==> config.mk <==
export PLATFORM = sky130hd
export DESIGN_NAME = dcache_bus_bridge_flat
export DESIGN_NICKNAME = d
export VERILOG_FILES = /design/src/rtl/dcache_bus_if.sv /design/src/rtl/dcache_bus_bridge.sv /design/src/flat_wrapper.sv
export SDC_FILE = /design/constraint.sdc
export NUM_CORES = 1
export LEC_CHECK = 0
export CORE_ASPECT_RATIO = 1.1
export CORE_MARGIN = 3
export CORE_UTILIZATION = 41
export CTS_CLUSTER_SIZE = 8
export DETAILED_ROUTE_END_ITERATION = 7
export PLACE_DENSITY = 0.78
export SLEW_MARGIN = 40
export SYNTH_ARGS = -nofsm -noshare
export SYNTH_HDL_FRONTEND = slang
export SYNTH_SLANG_ARGS = --single-unit
export TNS_END_PERCENT = 5
==> constraint.sdc <==
create_clock -name clk -period 1.82 [get_ports clk]
set_clock_uncertainty 0.2 [all_clocks]
set_input_delay 0.364 -clock clk [delete_from_list [all_inputs] [get_ports clk]]
set_output_delay 0.364 -clock clk [all_outputs]
set_load 0.01 [all_outputs]
==> src/rtl/dcache_bus_if.sv <==
// dcache_bus_if: req/ack data memory bus between the dcache bridge and memory
interface dcache_bus_if #(
  parameter int ADDR_WIDTH = 32,
  parameter int DATA_WIDTH = 32
);
  logic                  Bus_Req;
  logic                  Bus_We;
  logic [ADDR_WIDTH-1:0] Bus_Addr;
  logic [DATA_WIDTH-1:0] Bus_WrData;
  logic [3:0]            Bus_ByteEn;
  logic                  Bus_Ack;
  logic [DATA_WIDTH-1:0] Bus_RdData;
  modport master (output Bus_Req, Bus_We, Bus_Addr, Bus_WrData, Bus_ByteEn,
                  input  Bus_Ack, Bus_RdData);
  modport slave  (input  Bus_Req, Bus_We, Bus_Addr, Bus_WrData, Bus_ByteEn,
                  output Bus_Ack, Bus_RdData);
endinterface

==> src/rtl/dcache_bus_bridge.sv <==
// dcache_bus_bridge: Mem-stage load/store to single-beat req/ack bus, with lane alignment and timeout
module dcache_bus_bridge #(
  parameter int ADDR_WIDTH     = 32,
  parameter int DATA_WIDTH     = 32,
  parameter int TIMEOUT_CYCLES = 255
) (
  input  logic                  clk,
  input  logic                  rst_n,
  input  logic                  Mem_DcacheEN,
  input  logic                  Mem_DcacheRd,
  input  logic [1:0]            Mem_DcacheWidth,
  input  logic [ADDR_WIDTH-1:0] Mem_DcacheAddr,
  input  logic                  Mem_DcacheSign,
  input  logic [DATA_WIDTH-1:0] EXMem_Rs2Data,
  input  logic                  Ctrl_MemStall,
  output logic [DATA_WIDTH-1:0] Dcache_DataRd,
  output logic                  Dcache_StallReq,
  output logic                  Dcache_MisalignErr,
  output logic                  Dcache_BusErr,
  dcache_bus_if.master          bus
);
  localparam logic [1:0] IDLE = 2'd0, BUS = 2'd1, DONE = 2'd2;
  localparam int CW = TIMEOUT_CYCLES > 1 ? $clog2(TIMEOUT_CYCLES) : 1;
  localparam logic [CW-1:0] LAST = CW'(TIMEOUT_CYCLES - 1);
  logic [1:0]            state_q, state_d;
  logic [ADDR_WIDTH-1:0] addr_q, addr_d;
  logic                  we_q, we_d, sign_q, sign_d, err_q, err_d;
  logic [3:0]            be_q, be_d;
  logic [DATA_WIDTH-1:0] wdata_q, wdata_d, data_q, data_d, sh;
  logic [1:0]            off_q, off_d, width_q, width_d;
  logic [CW-1:0]         cnt_q, cnt_d;
  logic                  misaligned, launch;
  assign misaligned = Mem_DcacheWidth == 2'b11 ||
                      (Mem_DcacheWidth == 2'b01 && Mem_DcacheAddr[0]) ||
                      (Mem_DcacheWidth == 2'b10 && Mem_DcacheAddr[1:0] != 2'b00);
  assign launch = state_q == IDLE && Mem_DcacheEN && !misaligned;
  assign Dcache_MisalignErr = state_q == IDLE && Mem_DcacheEN && misaligned;
  assign Dcache_StallReq = launch || state_q == BUS;
  assign Dcache_BusErr = state_q == DONE && err_q;
  assign bus.Bus_Req = state_q == BUS;
  assign bus.Bus_We = we_q;
  assign bus.Bus_Addr = addr_q;
  assign bus.Bus_WrData = wdata_q;
  assign bus.Bus_ByteEn = be_q;
  // half offsets are always 0 or 2, so the same lane shift serves bytes and halves
  assign sh = data_q >> {off_q, 3'b000};
  assign Dcache_DataRd = state_q != DONE ? '0 :
                         width_q == 2'b00 ? {{24{sign_q & sh[7]}}, sh[7:0]} :
                         width_q == 2'b01 ? {{16{sign_q & sh[15]}}, sh[15:0]} : data_q;
  always_comb begin
    state_d = state_q;
    addr_d  = addr_q;
    we_d    = we_q;
    be_d    = be_q;
    wdata_d = wdata_q;
    off_d   = off_q;
    width_d = width_q;
    sign_d  = sign_q;
    cnt_d   = cnt_q;
    data_d  = data_q;
    err_d   = err_q;
    if (launch) begin
      state_d = BUS;
      addr_d  = {Mem_DcacheAddr[ADDR_WIDTH-1:2], 2'b00};
      we_d    = !Mem_DcacheRd;
      be_d    = Mem_DcacheWidth == 2'b00 ? 4'b0001 << Mem_DcacheAddr[1:0] :
                Mem_DcacheWidth == 2'b01 ? (Mem_DcacheAddr[1] ? 4'b1100 : 4'b0011) : 4'b1111;
      wdata_d = Mem_DcacheWidth == 2'b00 ? {4{EXMem_Rs2Data[7:0]}} :
                Mem_DcacheWidth == 2'b01 ? {2{EXMem_Rs2Data[15:0]}} : EXMem_Rs2Data;
      off_d   = Mem_DcacheAddr[1:0];
      width_d = Mem_DcacheWidth;
      sign_d  = Mem_DcacheSign;
      cnt_d   = '0;
      err_d   = 1'b0;
    end else if (state_q == BUS) begin
      // ack takes priority over a timeout landing in the same cycle
      if (bus.Bus_Ack) begin
        state_d = DONE;
        data_d  = we_q ? '0 : bus.Bus_RdData;
      end else if (cnt_q == LAST) begin
        state_d = DONE;
        data_d  = '0;
        err_d   = 1'b1;
      end else begin
        cnt_d = cnt_q + 1'b1;
      end
    end else if (state_q != IDLE && !(state_q == DONE && Ctrl_MemStall)) begin
      state_d = IDLE;
    end
  end
  always_ff @(posedge clk or negedge rst_n) begin
    if (!rst_n) begin
      state_q <= IDLE;
      addr_q  <= '0;
      we_q    <= 1'b0;
      be_q    <= '0;
      wdata_q <= '0;
      off_q   <= '0;
      width_q <= '0;
      sign_q  <= 1'b0;
      cnt_q   <= '0;
      data_q  <= '0;
      err_q   <= 1'b0;
    end else begin
      state_q <= state_d;
      addr_q  <= addr_d;
      we_q    <= we_d;
      be_q    <= be_d;
      wdata_q <= wdata_d;
      off_q   <= off_d;
      width_q <= width_d;
      sign_q  <= sign_d;
      cnt_q   <= cnt_d;
      data_q  <= data_d;
      err_q   <= err_d;
    end
  end
endmodule
==> src/flat_wrapper.sv <==
// flat-port wrapper written by rule: the top's interface ports become plain ports
module dcache_bus_bridge_flat 
#(
  parameter int ADDR_WIDTH     = 32,
  parameter int DATA_WIDTH     = 32,
  parameter int TIMEOUT_CYCLES = 255
)
  (clk, rst_n, Mem_DcacheEN, Mem_DcacheRd, Mem_DcacheWidth, Mem_DcacheAddr, Mem_DcacheSign, EXMem_Rs2Data, Ctrl_MemStall, Dcache_DataRd, Dcache_StallReq, Dcache_MisalignErr, Dcache_BusErr, bus_Bus_Req, bus_Bus_We, bus_Bus_Addr, bus_Bus_WrData, bus_Bus_ByteEn, bus_Bus_Ack, bus_Bus_RdData);
  dcache_bus_if #(.ADDR_WIDTH(ADDR_WIDTH), .DATA_WIDTH(DATA_WIDTH)) bus_i ();
  input  logic clk;
  input  logic rst_n;
  input  logic Mem_DcacheEN;
  input  logic Mem_DcacheRd;
  input  logic [1:0] Mem_DcacheWidth;
  input  logic [ADDR_WIDTH-1:0] Mem_DcacheAddr;
  input  logic Mem_DcacheSign;
  input  logic [DATA_WIDTH-1:0] EXMem_Rs2Data;
  input  logic Ctrl_MemStall;
  output logic [DATA_WIDTH-1:0] Dcache_DataRd;
  output logic Dcache_StallReq;
  output logic Dcache_MisalignErr;
  output logic Dcache_BusErr;
  output wire logic [$bits(bus_i.Bus_Req)-1:0] bus_Bus_Req;
  output wire logic [$bits(bus_i.Bus_We)-1:0] bus_Bus_We;
  output wire logic [$bits(bus_i.Bus_Addr)-1:0] bus_Bus_Addr;
  output wire logic [$bits(bus_i.Bus_WrData)-1:0] bus_Bus_WrData;
  output wire logic [$bits(bus_i.Bus_ByteEn)-1:0] bus_Bus_ByteEn;
  input wire logic [$bits(bus_i.Bus_Ack)-1:0] bus_Bus_Ack;
  input wire logic [$bits(bus_i.Bus_RdData)-1:0] bus_Bus_RdData;
  assign bus_Bus_Req = bus_i.Bus_Req;
  assign bus_Bus_We = bus_i.Bus_We;
  assign bus_Bus_Addr = bus_i.Bus_Addr;
  assign bus_Bus_WrData = bus_i.Bus_WrData;
  assign bus_Bus_ByteEn = bus_i.Bus_ByteEn;
  assign bus_i.Bus_Ack = bus_Bus_Ack;
  assign bus_i.Bus_RdData = bus_Bus_RdData;
  dcache_bus_bridge #(.ADDR_WIDTH(ADDR_WIDTH), .DATA_WIDTH(DATA_WIDTH), .TIMEOUT_CYCLES(TIMEOUT_CYCLES)) u_core (.clk(clk), .rst_n(rst_n), .Mem_DcacheEN(Mem_DcacheEN), .Mem_DcacheRd(Mem_DcacheRd), .Mem_DcacheWidth(Mem_DcacheWidth), .Mem_DcacheAddr(Mem_DcacheAddr), .Mem_DcacheSign(Mem_DcacheSign), .EXMem_Rs2Data(EXMem_Rs2Data), .Ctrl_MemStall(Ctrl_MemStall), .Dcache_DataRd(Dcache_DataRd), .Dcache_StallReq(Dcache_StallReq), .Dcache_MisalignErr(Dcache_MisalignErr), .Dcache_BusErr(Dcache_BusErr), .bus(bus_i));
endmodule
Fig. 1: placement by cell class
Drawn at 2 px/um.
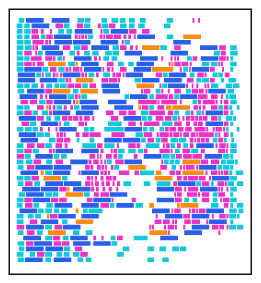
[magenta] combinational and other logic | cells: 407
[orange] clock drivers and dummy loads | cells: 32
[blue] flops | cells: 115
[cyan] other buffers and delay cells | cells: 286

Fig. 2: I/O nets highlighted
Drawn at 4 px/um.
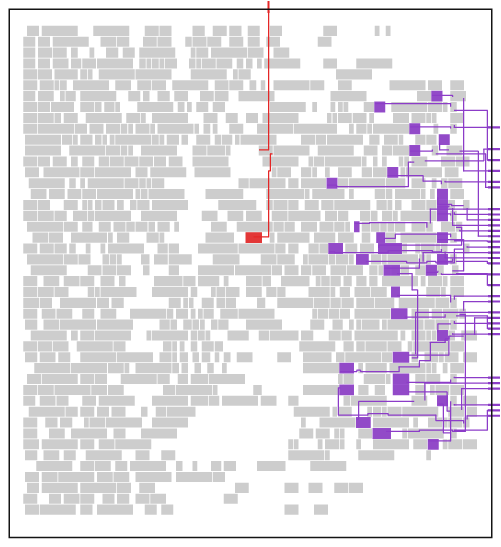
[red] Mem_DcacheSign | bits: 1 | direction: input | edge: top | end cells: 1 | buffers: 1 | wire: 62.4 um
[purple] Dcache_DataRd | bits: 32 | direction: output | edge: right | end cells: 32 | buffers: 32 | wire: 974 um

Fig. 3: clock distribution
Drawn at 2 px/um.
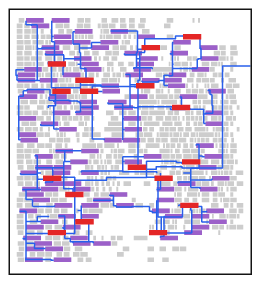
[red] clock drivers | count: 17
[purple] flip-flops | count: 115
[blue] clock wires | length: 1610 um
flops lie: spread over the die
routed clock nets: 18

Fig. 4: register map, names as in the netlist
Drawn at 2 px/um. Other sequential cells in the stronger grey, the rest of the logic in the fainter grey.
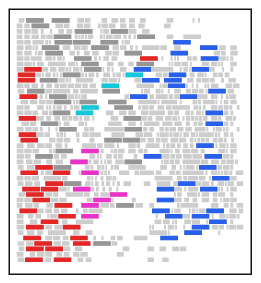
[red] u_core.bus.Bus_Addr | sequential cells: 30 | where: a vertical strip on the left
[cyan] u_core.bus.Bus_ByteEn | sequential cells: 4
[magenta] u_core.cnt_q | sequential cells: 8
[blue] u_core.data_q | sequential cells: 32
fraction of area in registers: 31.0%
Storage cell area: 0.00288 mm2
post-layout util: 66.8%

Fig. 5: placement view
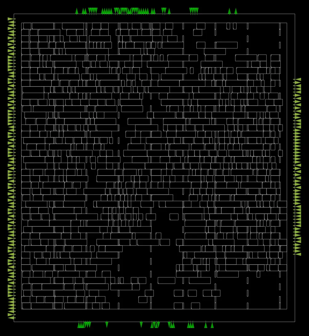
Layout fillers: 1097
CORE AREA: 0.0139 mm2

==> impl_metrics.yaml <==
# physical design summary
outcome:
  outcome: "finished, violations left"
  failed_checks: "negative setup slack"
sta:
  finalHoldViolations: 0
  rsz0062_at_grt: "yes"
  finalMaxSlewViolations: 0
  fin_crit_ns: 2.62
  tns_ns: -23.71
  fin_ws_ns: -0.804
  fmax_mhz: 381
  finalClockPeriodUsage_pct: 144
  setup_viol: 50
  hold-worst-slack_ns: 0.204
global_routing:
  grt_pass1_vias: 5681
  grt_use_total_pct: 23.6
  grt_max_degree: 63
  grt_first_pass_wirelength_um: 29500
  antenna_found_initial: 0
  grt_overflow: 0
setup_path:
  path_cells: "buf_6, mux2i_4, mux2i_4, o211a_4, buf_6, a21o_1, buf_6"
  startpoint_type: "flip-flop"
  worstSetupPathType: "reg -> out"
  crit_buf_inv: 3
  critPathRequiredTime_ns: 1.26
  cp_top_family: "AND-OR/OR-AND gates"
  cp_slowest_cell: "dfrtp_2"
  cpMostUsedCell: "buf_6"
  crit_path_max_incr_delay_ns: 0.41
  crit_path_max_fanout: 4
  r2r_slack_ns: -0.04
  arrival_ns: 2.06
  endpoint_kind: "primary output"
final_layout:
  final_area_mm2: 0.00929
  diodes: 0
  drive_above_1_share_pct: 28.1
  syn2layout_area_growth_pct: 57.8
  final_cells: 1028
  finalNetCount: 934
yosys:
  top_cell_area_share_pct: 48.9
  largest_area_cell: "dfrtp_1"
  area_leaders: "dfrtp_1 49%, mux2i_1 11%, mux2_2 8.8%"
  ys_types: 54
  ys_top_cells_by_count: "115 x dfrtp_1, 74 x nand2_1, 62 x mux2i_1"
  synth_area_per_cell_um2: 10.4
  syn_inst: 564
  ys_cells: 564
  ys_warn_count: 0
  edf_count: 0
  post-synth-top-count-cell: "dfrtp_1"
  flop_cell: "dfrtp_1"
  synthesis.area_mm2: 0.00589
  ys_area_mm2: 0.00589
  ys_ff: 115
  synthArstFlopShare_pct: 100
  synth_seq_share_pct: 48.9
placed_design:
  hpwl_um: 13300
  dp_cells: 989
  post-place-ws_ns: -0.807
  place_congestion: 0.886
  dpl-instance-area_mm2: 0.00861
  portBuffers: 207
die:
  die_width_um: 120
  die_area_mm2: 0.0158
  die_h_um: 132
  ios: 210
  fp_util_pct: 42.3
  num_rows: 45
cts:
  clock_sinks: 115
  path_clk_slew_ns: 0.05
  insertion_delay_ns: 0.41
  htreeDepth: 4
  cts_buffer_depth: 2
  root_buffer: "clkbuf_16"
  cts_buffers: 17
  cts_tree: "yes"
pwr:
  power_density_mw_per_mm2: 1390
  p_leak_nw: 4.46
  irDropWorstVdd_mv: 0.786
  power_mw: 12.9
hold_path:
  min_path_type: "in -> async"
route:
  wire_per_inst_um: 18.1
  dr.first_iter.drc_count: 354
  avgViaCountPerCell: 5.12
  route.detailed.drc: 0
  routed_wl_um: 18600
  num_vias: 5260
  firstDrtPassIters: 5
  ant_nets: 0
run:
  tool_warnings: 30
  drv_cap: 0
[kinds of logic after synthesis]
| group | count (synthesis) | share of synthesized area, % |
|---|---|---|
| AND/OR/NAND/NOR | 144 | 11.3 |
| flip-flops | 115 | 48.9 |
| AND-OR/OR-AND | 110 | 12.6 |
| multiplexers | 109 | 19.7 |
| buffers and inverters | 81 | 6.67 |
| adder cells (fa/ha/maj) | 2 | 0.425 |
| XOR/XNOR | 2 | 0.297 |
| other | 1 | 0.0637 |
[flip-flops by register name, indices dropped and copies added (netlist names)]
name	cells
u_core.off_q	2
u_core.bus.Bus_Addr	30
u_core.bus.Bus_ByteEn	4
u_core.bus.Bus_We	1
u_core.sign_q	1
u_core.err_q	1
u_core.state_q	2
u_core.data_q	32
u_core.cnt_q	8
u_core.width_q	2
u_core.bus.Bus_WrData	32
[layer usage]
metal	vias up	global-route usage, %	wire length (um)
met2	249	39.5	9230
met5	-	0	0
li1	2474	-	-
met3	32	10.1	1780
met4	0	7.87	427
met1	2505	27.3	7200
[area by class of cell]
cell class / instances / area, um2 / area share [%]
inverters: 37 / 139 / 1.49
multi-input cells: 370 / 2870 / 30.9
well taps: 188 / 235 / 2.53
flip-flops and latches: 115 / 2880 / 31.0
clock buffers: 22 / 444 / 4.78
clock inverters: 10 / 110 / 1.18
repair buffers: 286 / 2620 / 28.1
[repair_timing]
item	in CTS	in global routing
hold buffers	1	0
gates cloned	1	0
pin swaps	19	7
buffers inserted	6	0
hold endpoints to repair	85	0
gates resized	261	23
endpoints found under the setup margin	165	107
[cell usage in the layout, fill, tap and decap left out, types with 6 or more instances in the layout]
| cell | n |
|---|---|
| inv_1 | 37 |
| dlygate4sd2_1 | 70 |
| mux2_2 | 43 |
| a21oi_1 | 14 |
| mux2i_1 | 59 |
| clkdlybuf4s50_1 | 101 |
| o21ai_0 | 28 |
| clkbuf_16 | 17 |
| nor2_1 | 21 |
| nor2_2 | 6 |
| buf_6 | 17 |
| nand2_1 | 72 |
| dfrtp_1 | 113 |
| a21o_1 | 19 |
| buf_12 | 7 |
| nand3_1 | 6 |
| buf_4 | 60 |
| buf_2 | 25 |
| nand2b_1 | 7 |
[power breakdown]
part,internal [mW],switching [mW]
clock network,2.00,1.16
logic,2.88,2.60
registers,3.56,0.736
[worst paths after layout]
check,start,to,cells past startpoint
worst min-delay path,rst_n,u_core.data_q[4]$_DFFE_PN0P_,2
worst max-delay path,u_core.off_q[1]$_DFFE_PN0P_,Dcache_DataRd[31],7
worst min register to register,u_core.bus.Bus_WrData[18]$_DFFE_PN0P_,u_core.bus.Bus_WrData[18]$_DFFE_PN0P_,2
worst max register to register,u_core.state_q[0]$_DFFE_PN0P_,u_core.bus.Bus_WrData[6]$_DFFE_PN0P_,6
max in group asynchronous,rst_n,u_core.data_q[14]$_DFFE_PN0P_,3
min in group clk,u_core.bus.Bus_WrData[18]$_DFFE_PN0P_,u_core.bus.Bus_WrData[18]$_DFFE_PN0P_,2
Power figures rest on the tool's default switching activity, not on a simulated workload.
